==> run_1/util_map.png <==
Scale bar: 20 um. The die is cut into 7 by 7 equal tiles; black is low, pale yellow is high, 0 to 100% covered.
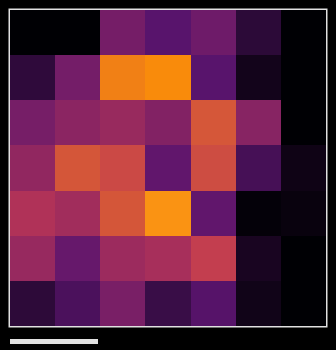
==> run_1/port_trees.png <==
Scale bar: 20 um.
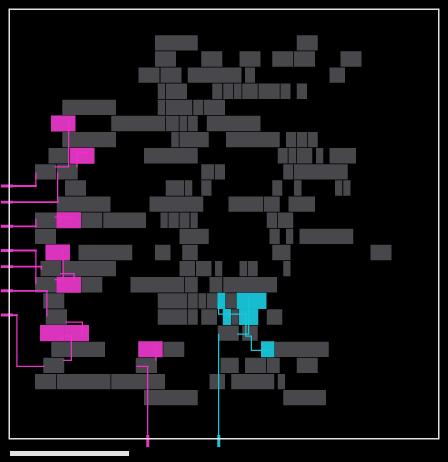
==> run_1/class_map.png <==
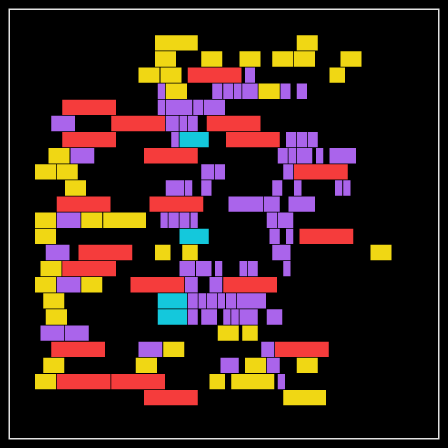
==> run_1/floorplan.png <==
Scale bar: 20 um. Pins as bars on the die edge.
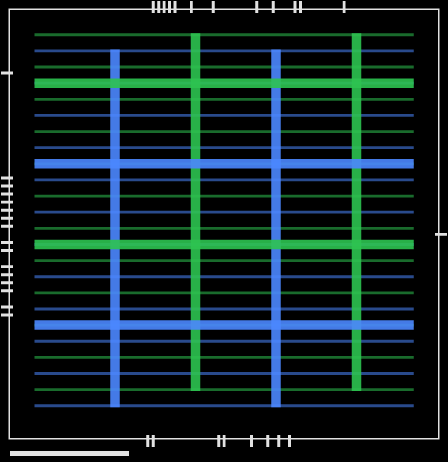
--- src/rtl/mem_reader_pkg.sv ---
// Shared definitions for the register-memory read-out controller.
// The size defaults match the 8 x 8-bit register memory it reads.
package mem_reader_pkg;

    localparam int DATA_W = 8;
    localparam int ADDR_W = 3;
    localparam int DEPTH  = 1 << ADDR_W;

    typedef enum logic [2:0] {
        ST_IDLE,
        ST_READ,
        ST_CAPTURE,
        ST_SEND,
        ST_DONE
    } state_t;

endpackage

--- src/rtl/mem_reader_if.sv ---
// Memory read port plus the valid/ready output stream of the reader.
// The master side is the reader; the slave side is the memory and the consumer.
interface mem_reader_if #(
    parameter int DATA_W = mem_reader_pkg::DATA_W,
    parameter int ADDR_W = mem_reader_pkg::ADDR_W
);

    logic              mem_read_en;
    logic [ADDR_W-1:0] mem_address;
    logic [DATA_W-1:0] mem_data_out;
    logic              mem_empty_flag;
    logic              out_valid;
    logic              out_ready;
    logic [DATA_W-1:0] out_data;
    logic              out_last;

    modport master (
        output mem_read_en, mem_address,
        input  mem_data_out, mem_empty_flag,
        output out_valid, out_data, out_last,
        input  out_ready
    );

    modport slave (
        input  mem_read_en, mem_address,
        output mem_data_out, mem_empty_flag,
        input  out_valid, out_data, out_last,
        output out_ready
    );

endinterface

--- src/rtl/mem_reader.sv ---
// Walks an address window of the register memory on a start pulse and streams
// each byte out on a valid/ready port, flagging the final word with out_last.
module mem_reader
    import mem_reader_pkg::*;
#(
    parameter int DATA_W = mem_reader_pkg::DATA_W,
    parameter int ADDR_W = mem_reader_pkg::ADDR_W,
    parameter int DEPTH  = mem_reader_pkg::DEPTH
) (
    input  logic              clk,
    input  logic              reset_n,
    input  logic              start,
    input  logic [ADDR_W-1:0] base_addr,
    input  logic [ADDR_W:0]   length,
    mem_reader_if.master      bus,
    output logic              busy,
    output logic              done,
    output logic              empty_err
);

    state_t            state_q, state_d;
    logic [ADDR_W-1:0] addr_q;
    logic [ADDR_W:0]   remain_q;
    logic [DATA_W-1:0] data_q;
    logic              last_q;
    logic              err_q;

    logic              read_en;
    logic              valid;
    logic              busy_c;
    logic              done_c;

    always_ff @(posedge clk or negedge reset_n) begin
        if (!reset_n) state_q <= ST_IDLE;
        else          state_q <= state_d;
    end

    always_comb begin
        // NOTE: every output of this block gets a default first so no path can infer a latch.
        state_d = state_q;
        read_en = 1'b0;
        valid   = 1'b0;
        busy_c  = 1'b1;
        done_c  = 1'b0;
        unique case (state_q)
            ST_IDLE: begin
                busy_c = 1'b0;
                if (start) state_d = bus.mem_empty_flag ? ST_DONE : ST_READ;
            end
            ST_READ: begin
                read_en = 1'b1;
                state_d = ST_CAPTURE;
            end
            ST_CAPTURE: state_d = ST_SEND;
            ST_SEND: begin
                valid = 1'b1;
                if (bus.out_ready) state_d = last_q ? ST_DONE : ST_READ;
            end
            ST_DONE: begin
                done_c  = 1'b1;
                state_d = ST_IDLE;
            end
            default: begin
                busy_c  = 1'b0;
                state_d = ST_IDLE;
            end
        endcase
    end

    // NOTE: sequential state uses non-blocking assignments so every register samples pre-edge values.
    always_ff @(posedge clk or negedge reset_n) begin
        if (!reset_n) begin
            addr_q   <= '0;
            remain_q <= '0;
            data_q   <= '0;
            last_q   <= 1'b0;
            err_q    <= 1'b0;
        end else begin
            unique case (state_q)
                ST_IDLE: begin
                    if (start && bus.mem_empty_flag) begin
                        err_q <= 1'b1;
                    end else if (start) begin
                        addr_q   <= base_addr;
                        // A zero length means a full sweep of the memory.
                        remain_q <= (length == '0) ? (ADDR_W+1)'(DEPTH) : length;
                    end
                end
                ST_CAPTURE: begin
                    data_q <= bus.mem_data_out;
                    last_q <= (remain_q == (ADDR_W+1)'(1));
                end
                ST_SEND: begin
                    if (bus.out_ready) begin
                        remain_q <= remain_q - (ADDR_W+1)'(1);
                        addr_q   <= addr_q + ADDR_W'(1);
                    end
                end
                ST_DONE: err_q <= 1'b0;
                default: ;
            endcase
        end
    end

    assign bus.mem_read_en = read_en;
    assign bus.mem_address = addr_q;
    assign bus.out_valid   = valid;
    assign bus.out_data    = data_q;
    assign bus.out_last    = last_q & valid;
    assign busy            = busy_c;
    assign done            = done_c;
    assign empty_err       = err_q;

endmodule

--- src/flat_wrapper.sv ---
// flat-port wrapper written by rule: the top's interface ports become plain ports
module mem_reader_flat import mem_reader_pkg::*;
#(
    parameter int DATA_W = mem_reader_pkg::DATA_W,
    parameter int ADDR_W = mem_reader_pkg::ADDR_W,
    parameter int DEPTH  = mem_reader_pkg::DEPTH
)
  (clk, reset_n, start, base_addr, length, busy, done, empty_err, bus_mem_read_en, bus_mem_address, bus_mem_data_out, bus_mem_empty_flag, bus_out_valid, bus_out_data, bus_out_last, bus_out_ready);
  mem_reader_if #(.DATA_W(DATA_W), .ADDR_W(ADDR_W)) bus_i ();
  input  logic clk;
  input  logic reset_n;
  input  logic start;
  input  logic [ADDR_W-1:0] base_addr;
  input  logic [ADDR_W:0] length;
  output logic busy;
  output logic done;
  output logic empty_err;
  output wire logic [$bits(bus_i.mem_read_en)-1:0] bus_mem_read_en;
  output wire logic [$bits(bus_i.mem_address)-1:0] bus_mem_address;
  input wire logic [$bits(bus_i.mem_data_out)-1:0] bus_mem_data_out;
  input wire logic [$bits(bus_i.mem_empty_flag)-1:0] bus_mem_empty_flag;
  output wire logic [$bits(bus_i.out_valid)-1:0] bus_out_valid;
  output wire logic [$bits(bus_i.out_data)-1:0] bus_out_data;
  output wire logic [$bits(bus_i.out_last)-1:0] bus_out_last;
  input wire logic [$bits(bus_i.out_ready)-1:0] bus_out_ready;
  assign bus_mem_read_en = bus_i.mem_read_en;
  assign bus_mem_address = bus_i.mem_address;
  assign bus_i.mem_data_out = bus_mem_data_out;
  assign bus_i.mem_empty_flag = bus_mem_empty_flag;
  assign bus_out_valid = bus_i.out_valid;
  assign bus_out_data = bus_i.out_data;
  assign bus_out_last = bus_i.out_last;
  assign bus_i.out_ready = bus_out_ready;
  mem_reader #(.DATA_W(DATA_W), .ADDR_W(ADDR_W), .DEPTH(DEPTH)) u_core (.clk(clk), .reset_n(reset_n), .start(start), .base_addr(base_addr), .length(length), .bus(bus_i), .busy(busy), .done(done), .empty_err(empty_err));
endmodule
--- config.mk ---
export PLATFORM = sky130hd
export DESIGN_NAME = mem_reader_flat
export DESIGN_NICKNAME = d
export VERILOG_FILES = /design/src/rtl/mem_reader_pkg.sv /design/src/rtl/mem_reader_if.sv /design/src/rtl/mem_reader.sv /design/src/flat_wrapper.sv
export SDC_FILE = /design/constraint.sdc
export NUM_CORES = 1
export LEC_CHECK = 0
export CAP_MARGIN = 5
export CORE_MARGIN = 4
export CORE_UTILIZATION = 25
export DETAILED_ROUTE_END_ITERATION = 10
export PLACE_DENSITY = 0.47
export SKIP_LAST_GASP = 1
export SYNTH_ARGS = -nofsm -noshare
export SYNTH_HDL_FRONTEND = slang
export SYNTH_SLANG_ARGS = --single-unit
--- constraint.sdc ---
create_clock -name clk -period 2.1 [get_ports clk]
set_input_delay 0.315 -clock clk [delete_from_list [all_inputs] [get_ports clk]]
set_output_delay 0.315 -clock clk [all_outputs]
set_load 0.05 [all_outputs]
==> summary.txt, run 1 <==
impl run done, here's what came out: 1st-pass router iterations 3, HPWL Detailed 1910 um, Tot Pwr 2.78 mW, Die Size 0.00521 mm2, setup TNS 0 ns, crit-path max FO 11, WHS 0.400 ns, CP Class flop to primary output, syn nets 125, CTS clk-pin slew, worst paths 0.08 ns, Setup Skew 0.00160 ns, Max Fclk 541 MHz, hold buffer count at cts 0, Fill cells 368, die width 72.2 um, yosys warning tally 0, Root Driver clkbuf_8, Req. time, crit path 1.78 ns, slew margin rel. 66.1%, Total GRT Usage 10.8%, Syn Area/Cell 10.1 um2, CTS Buf Count 3, post-route DRC violation count 0, final setup vio count 0, Skew-Pair Late Insertion Delay 0.26 ns, DP Worst Slack 0.127 ns, Placer Congestion 0.726, GRT overflow 0, WP data arrival 1.53 ns, # Max-Cap Violations 0, Crit. End Element primary output, clk sinks 20, antenna violations before repair 0, Log Warnings 27, # diodes 0, largest net degree at the start of global routing 21, Period minus WS final 1.85 ns, PD cells 1800 mW/mm2, routed len/inst 13.3 um, Post-Syn Area 0.00103 mm2, first-pass GRT wire length 4420 um, Starting DRT DRC Count 53, CP startpoint kind flop, Post-DRT Antenna Nets 0, worst slew pin tran 0.507 ns, status completed, Synth area leaders dfrtp_1 (49%), mux2_2 (8.7%), nor2_1 (4.0%), fin. max-slew vios 0, Pleak 0.631 nW, ys flops 20, # Cells Yosys 102, Distinct cells, synth 29, RSZ-0062 raised after global routing false, Area Overhead vs Synth 50.4%, setup repair bufs after CTS 0, vias per inst 4.57, Dominant cell area share 48.6%
-- util_map.png (at the start) --
The fullest tile reaches 77%. The mean over all tiles is 28%. 16% of the tiles are nearly empty. 2.0% of the tiles are over 75% full. The emptiest ninth of the die: south-east.
Pre-Place Util: 25.7%
fin util: 38.7%

-- port_trees.png (at the start) --
`bus_mem_empty_flag`: shown in cyan, bits 1, direction input, end cells 5, buffers 2, wire 41.9 um. `bus_mem_data_out`: shown in magenta, bits 8, direction input, end cells 8, buffers 8, wire 119 um.
IO Port Bufs: 36
io pins: 37

-- class_map.png (at the start) --
remaining buffers and delay cells: shown in yellow, cells 40. clock drivers and dummy loads: shown in cyan, cells 4. remaining logic cells: shown in purple, cells 78. registers: shown in red, cells 20.
core area: 0.00400 mm2
finished layout cell area: 0.00155 mm2
flop share of the area: 32.3%

-- floorplan.png (at the start) --
VSS: shown in blue. VDD: shown in green.
24 met1 rails follow the rows. 37 signal pins sit on the boundary. 4 straps on met4.
die height: 72.2 um
Peak VDD IR: 0.840 mV

-- run 1: flip-flops by register name, indices dropped and copies added, names as in the netlist --
register,flops
u_core.remain_q,4
u_core.last_q,1
u_core.state_q,3
u_core.bus.mem_address,3
u_core.bus.out_data,8
u_core.empty_err,1
-- run 1: Yosys cell counts --
cell,count
buf_6,1
nand2_1,7
a21o_1,1
a21oi_4,1
and2_1,1
dfrtp_1,20
o22ai_1,1
nor3_1,3
a31oi_1,2
nand3_1,3
buf_2,3
nor3b_1,5
or4b_4,1
a211o_1,1
a21oi_1,5
or3_1,1
nand3b_1,1
mux2i_1,1
mux2_2,8
nor4b_1,1
inv_1,4
o21ai_0,7
a22o_1,1
ha_1,3
nor2_1,11
o21ai_1,6
nand2b_1,1
xnor2_1,1
o21a_1,1
-- run 1: power breakdown --
part	switching, mW	leakage [nW]	internal [mW]
Clock	0.131	0.0288	0.167
Sequential	0.188	0.239	0.577
Combinational	1.02	0.363	0.705
-- run 1: stage by stage --
stage | cell area (um2) | instances
3_5_place_dp | 1490 | 188
6_report | 1550 | 192
3_3_place_gp | 1490 | 188
5_1_grt | 1550 | 192
2_1_floorplan | 1030 | 102
4_1_cts | 1550 | 192
-- run 1: critical path, stage by stage (launching register included) --
cell and delay, ns:
dfrtp_1 0.52, nand3b_1 0.26, buf_4 0.20, inv_1 0.14, buf_12 0.15
-- run 1: cell usage in the layout (no fill, tap or decap), types with 3 or more instances in the layout --
cell             instances
a21oi_1                  5
buf_12                   4
buf_4                    5
clkbuf_8                 4
clkdlybuf4s50_1         31
dfrtp_1                 20
ha_1                     3
inv_1                    4
mux2_2                   8
nand2_1                  7
nand3_1                  3
nor2_1                  11
nor3_1                   3
nor3b_1                  5
o21ai_0                  7
o21ai_1                  6
-- run 1: metal layers --
metal	GRT usage, %	vias to the layer above	wire, um
met4	5.01	0	45
met5	0	-	0
met3	3.32	4	129
met2	16.9	19	1220
li1	-	438	-
met1	13.7	417	1150
-- run 1: kinds of logic after synthesis --
group	after synthesis	synth area share [%]
AND-OR/OR-AND	26	15.3
XOR/XNOR	1	0.851
flip-flops	20	48.6
adder cells (fa/ha/maj)	3	3.65
AND/OR/NAND/NOR	35	17.9
multiplexers	9	9.72
buffers and inverters	8	4.01
-- run 1: final cells by class --
type                       instances  area [um2]  share of cell area (%)
inverter                           4        15.0                   0.969
sequential                        20         500                    32.3
multi-input combinational         74         488                    31.5
timing repair buffer              40         428                    27.6
tap                               50        62.6                    4.04
clock buffer                       4        55.1                    3.55
-- run 1: worst paths after layout --
check | cells past startpoint | start | to | slack [ns]
worst min register to register | 2 | u_core.empty_err | u_core.empty_err | 0.51
min in group clk | 2 | u_core.empty_err | u_core.empty_err | 0.51
worst max-delay path | 4 | u_core.state_q[2] | bus_out_valid | 0.25
worst max register to register | 4 | u_core.state_q[1] | u_core.remain_q[2] | 0.39
worst min-delay path | 2 | reset_n | u_core.remain_q[1] | 0.40
max in group asynchronous | 2 | reset_n | u_core.state_q[2] | 1.49
--- run 2 (diff from run 1) ---
Settings changed: CORE_MARGIN 4 to 2, CTS_CLUSTER_DIAMETER set to 150.
==> run_2/floorplan.png <==
Scale bar: 20 um. Pins as bars on the die edge.
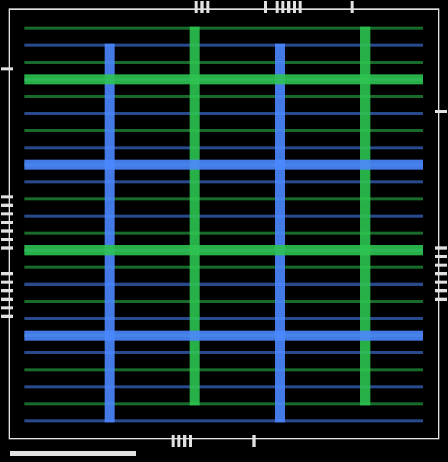
VSS: shown in blue. VDD: shown in green.
4 straps on met4. 24 met1 rails follow the rows.
die width: 68.2 um
die height: 68.2 um
Peak VDD IR: 0.761 mV
core area: 0.00397 mm2

==> run_2/util_map.png <==
Scale bar: 20 um. The die is cut into 7 by 7 equal tiles; black is low, pale yellow is high, 0 to 100% covered.
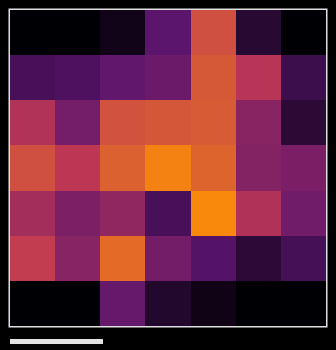
The fullest tile reaches 74%. The densest ninth of the die: centre. 14% of the tiles are nearly empty. The mean over all tiles is 32%.
fin util: 39.0%
Pre-Place Util: 25.9%

==> run 2 against run 1 <==
Against the previous run:
- sequential power is 3% lower
- area after synthesis stayed put
- die area is 11% lower
- utilization is 0.28 points higher
- largest cell class unchanged
==> summary.txt, run 2 <==
impl run done, here's what came out: FP Rows 23 (unchanged), io pins 37 (unchanged), antenna violations before repair 0 (unchanged), Distinct cells, synth 29 (unchanged), Period minus WS final 1.82 ns (was 1.85 ns), Chip Area, Yosys 0.00103 mm2 (unchanged), via count 887 (was 878), final setup vio count 0 (unchanged), clk sinks 20 (unchanged), Top cell excl fill/tap clkdlybuf4s50_1 (unchanged), CTS Buf Count 3 (unchanged), Req. time, crit path 1.78 ns (about the same), CP startpoint kind flop (unchanged), RSZ-0062 raised after global routing false (unchanged), Fill cells 409 (was 368), Dominant cell area share 48.6% (unchanged), # diodes 0 (unchanged), vias per inst 4.62 (was 4.57), crit-path max FO 12 (was 11), worst r2r src u_core.state_q[1] (unchanged), CP endpoint bus_out_last (was bus_out_valid), status completed (unchanged), hold buffer count at cts 0 (unchanged), top cells by count dfrtp_1 (20), nor2_1 (11), mux2_2 (8), nand2_1 (7), o21ai_0 (7) (unchanged), CTS tree built (unchanged), Hold Vio Cnt, Final 0 (unchanged), Area Overhead vs Synth 50.4% (unchanged), Setup Skew 0.00384 ns (was 0.00160 ns), Root Driver clkbuf_8 (unchanged), Synth area leaders dfrtp_1 (49%), mux2_2 (8.7%), nor2_1 (4.0%) (unchanged), most frequent cell after synthesis dfrtp_1 (unchanged), share of layout cells above drive strength 1 16.2% (unchanged), Max clock buf depth 2 (unchanged), flop2flop setup slack 0.39 ns (about the same), Inst Count DP 188 (unchanged), WP data arrival 1.51 ns (was 1.53 ns), syn nets 125 (unchanged), Worst R2R Path Depth 4 (unchanged), fin. max-slew vios 0 (unchanged), yosys warning tally 0 (unchanged), post_cts resized 0 (unchanged), post-route DRC violation count 0 (unchanged), Placer Congestion 0.792 (was 0.726), post-layout instance count excluding filler cells 192 (unchanged), CTS clk-pin slew, worst paths 0.07 ns (was 0.08 ns), worst setup path startpoint u_core.state_q[0] (was u_core.state_q[2]), Worst Hold Class primary input to asynchronous set/reset pin (unchanged), setup TNS 0 ns (unchanged), Total GRT Usage 11.8% (was 10.8%), Post-Syn Area 0.00103 mm2 (unchanged), Pleak 0.632 nW (was 0.631 nW), Post-layout nets 166 (unchanged), Die Size 0.00465 mm2 (was 0.00521 mm2), Syn Area/Cell 10.1 um2 (unchanged), r2r endpoint u_core.remain_q[2] (unchanged), # Cells Yosys 102 (unchanged), CP Class flop to primary output (unchanged), Starting DRT DRC Count 55 (was 53), ys flops 20 (unchanged), largest net degree at the start of global routing 21 (unchanged), number of global-route vias before repair 885 (was 964), Crit. End Element primary output (unchanged), # Max-Cap Violations 0 (unchanged), register area 500 um2 (unchanged), IO Port Bufs 36 (unchanged), Post-Route WL 2420 um (was 2540 um), Skew-Pair Late Insertion Delay 0.25 ns (was 0.26 ns), H-tree lvl count 1 (unchanged), setup repair bufs after CTS 0 (unchanged), Post-DRT Antenna Nets 0 (unchanged), Post-synth EDFFs 0 (unchanged), Top cells excl fill/tap clkdlybuf4s50_1 (31), dfrtp_1 (20), nor2_1 (11), mux2_2 (8) (unchanged), worst slew pin tran 0.511 ns (was 0.507 ns), 1st-pass router iterations 3 (unchanged), Post-synth seq share 48.6% (unchanged), FFs w/ async S/R, synth 100% (unchanged), routed len/inst 12.6 um (was 13.3 um), main flop type dfrtp_1 (unchanged), Log Warnings 27 (unchanged), HPWL Detailed 1860 um (was 1910 um), max reg flops 8 (unchanged), GRT overflow 0 (unchanged), Max Fclk 549 MHz (was 541 MHz), slew margin rel. 65.8% (was 66.1%), MI comb area 488 um2 (unchanged), PD cells 1790 mW/mm2 (was 1800 mW/mm2), first-pass GRT wire length 4050 um (was 4420 um)
[run 2: critical path, cell delays in order, from the launching register on]
cell	delay, ns
dfrtp_1	0.54
nand3b_1	0.29
nor2_1	0.26
buf_12	0.17
[run 2: layer usage]
metal / global-route usage (%) / wire, um
met3: 4.28 / 165
met5: 0 / 0
met1: 15.4 / 1050
met2: 18.7 / 1180
met4: 3.00 / 17
[run 2: cell type report]
| class | count | share of cell area, % |
|---|---|---|
| Sequential cell | 20 | 32.3 |
| Multi-Input combinational cell | 74 | 31.5 |
| Timing Repair Buffer | 40 | 27.6 |
| Tap cell | 50 | 4.04 |
| Clock buffer | 4 | 3.55 |
| Inverter | 4 | 0.969 |
[run 2: worst min-delay path by stage]
stage                                       from                         to  slack, ns  cells after the start
after floorplan                          reset_n  u_core.bus.mem_address[0]       0.02                      0
after global placement    u_core.bus.out_data[0]     u_core.bus.out_data[0]       0.49                      1
after detailed placement  u_core.bus.out_data[6]     u_core.bus.out_data[6]       0.50                      1
after CTS                                reset_n           u_core.empty_err       0.41                      2
after global routing                     reset_n              u_core.last_q       0.42                      2
final                                    reset_n          u_core.state_q[1]       0.40                      2
[run 2: cells by family (layout without fill, tap and decap cells)]
kind of cell | count (synthesis) | after routing | synth area share, %
and+or+nand+nor | 35 | 35 | 17.9
AOI/OAI and AO/OA | 26 | 26 | 15.3
buffers and inverters | 8 | 48 | 4.01
muxes | 9 | 9 | 9.72
DFF | 20 | 20 | 48.6
adders and majority gates | 3 | 3 | 3.65
xor gates and xnor gates | 1 | 1 | 0.851
[run 2: stage by stage]
stage	worst slack [ns]	cell area (um2)	total power, mW	hold slack [ns]	utilization [%]
after floorplan	0.0887	1030	1.90	0.0194	-
after global placement	0.159	1490	2.49	0.493	37.6
after detailed placement	0.120	1490	2.52	0.495	37.6
after CTS	0.261	1550	2.82	0.411	39.0
after global routing	0.135	1550	2.99	0.420	39.0
final	0.279	1550	2.78	0.400	39.0
[run 2: power by group]
part           internal, mW  total, mW  leakage, nW  switching (mW)
sequential            0.578      0.745        0.239           0.167
combinational         0.713       1.75        0.364            1.03
clock                 0.167      0.288       0.0288           0.121
total                  1.46       2.78        0.632            1.32
Power and IR drop assume default switching activity.
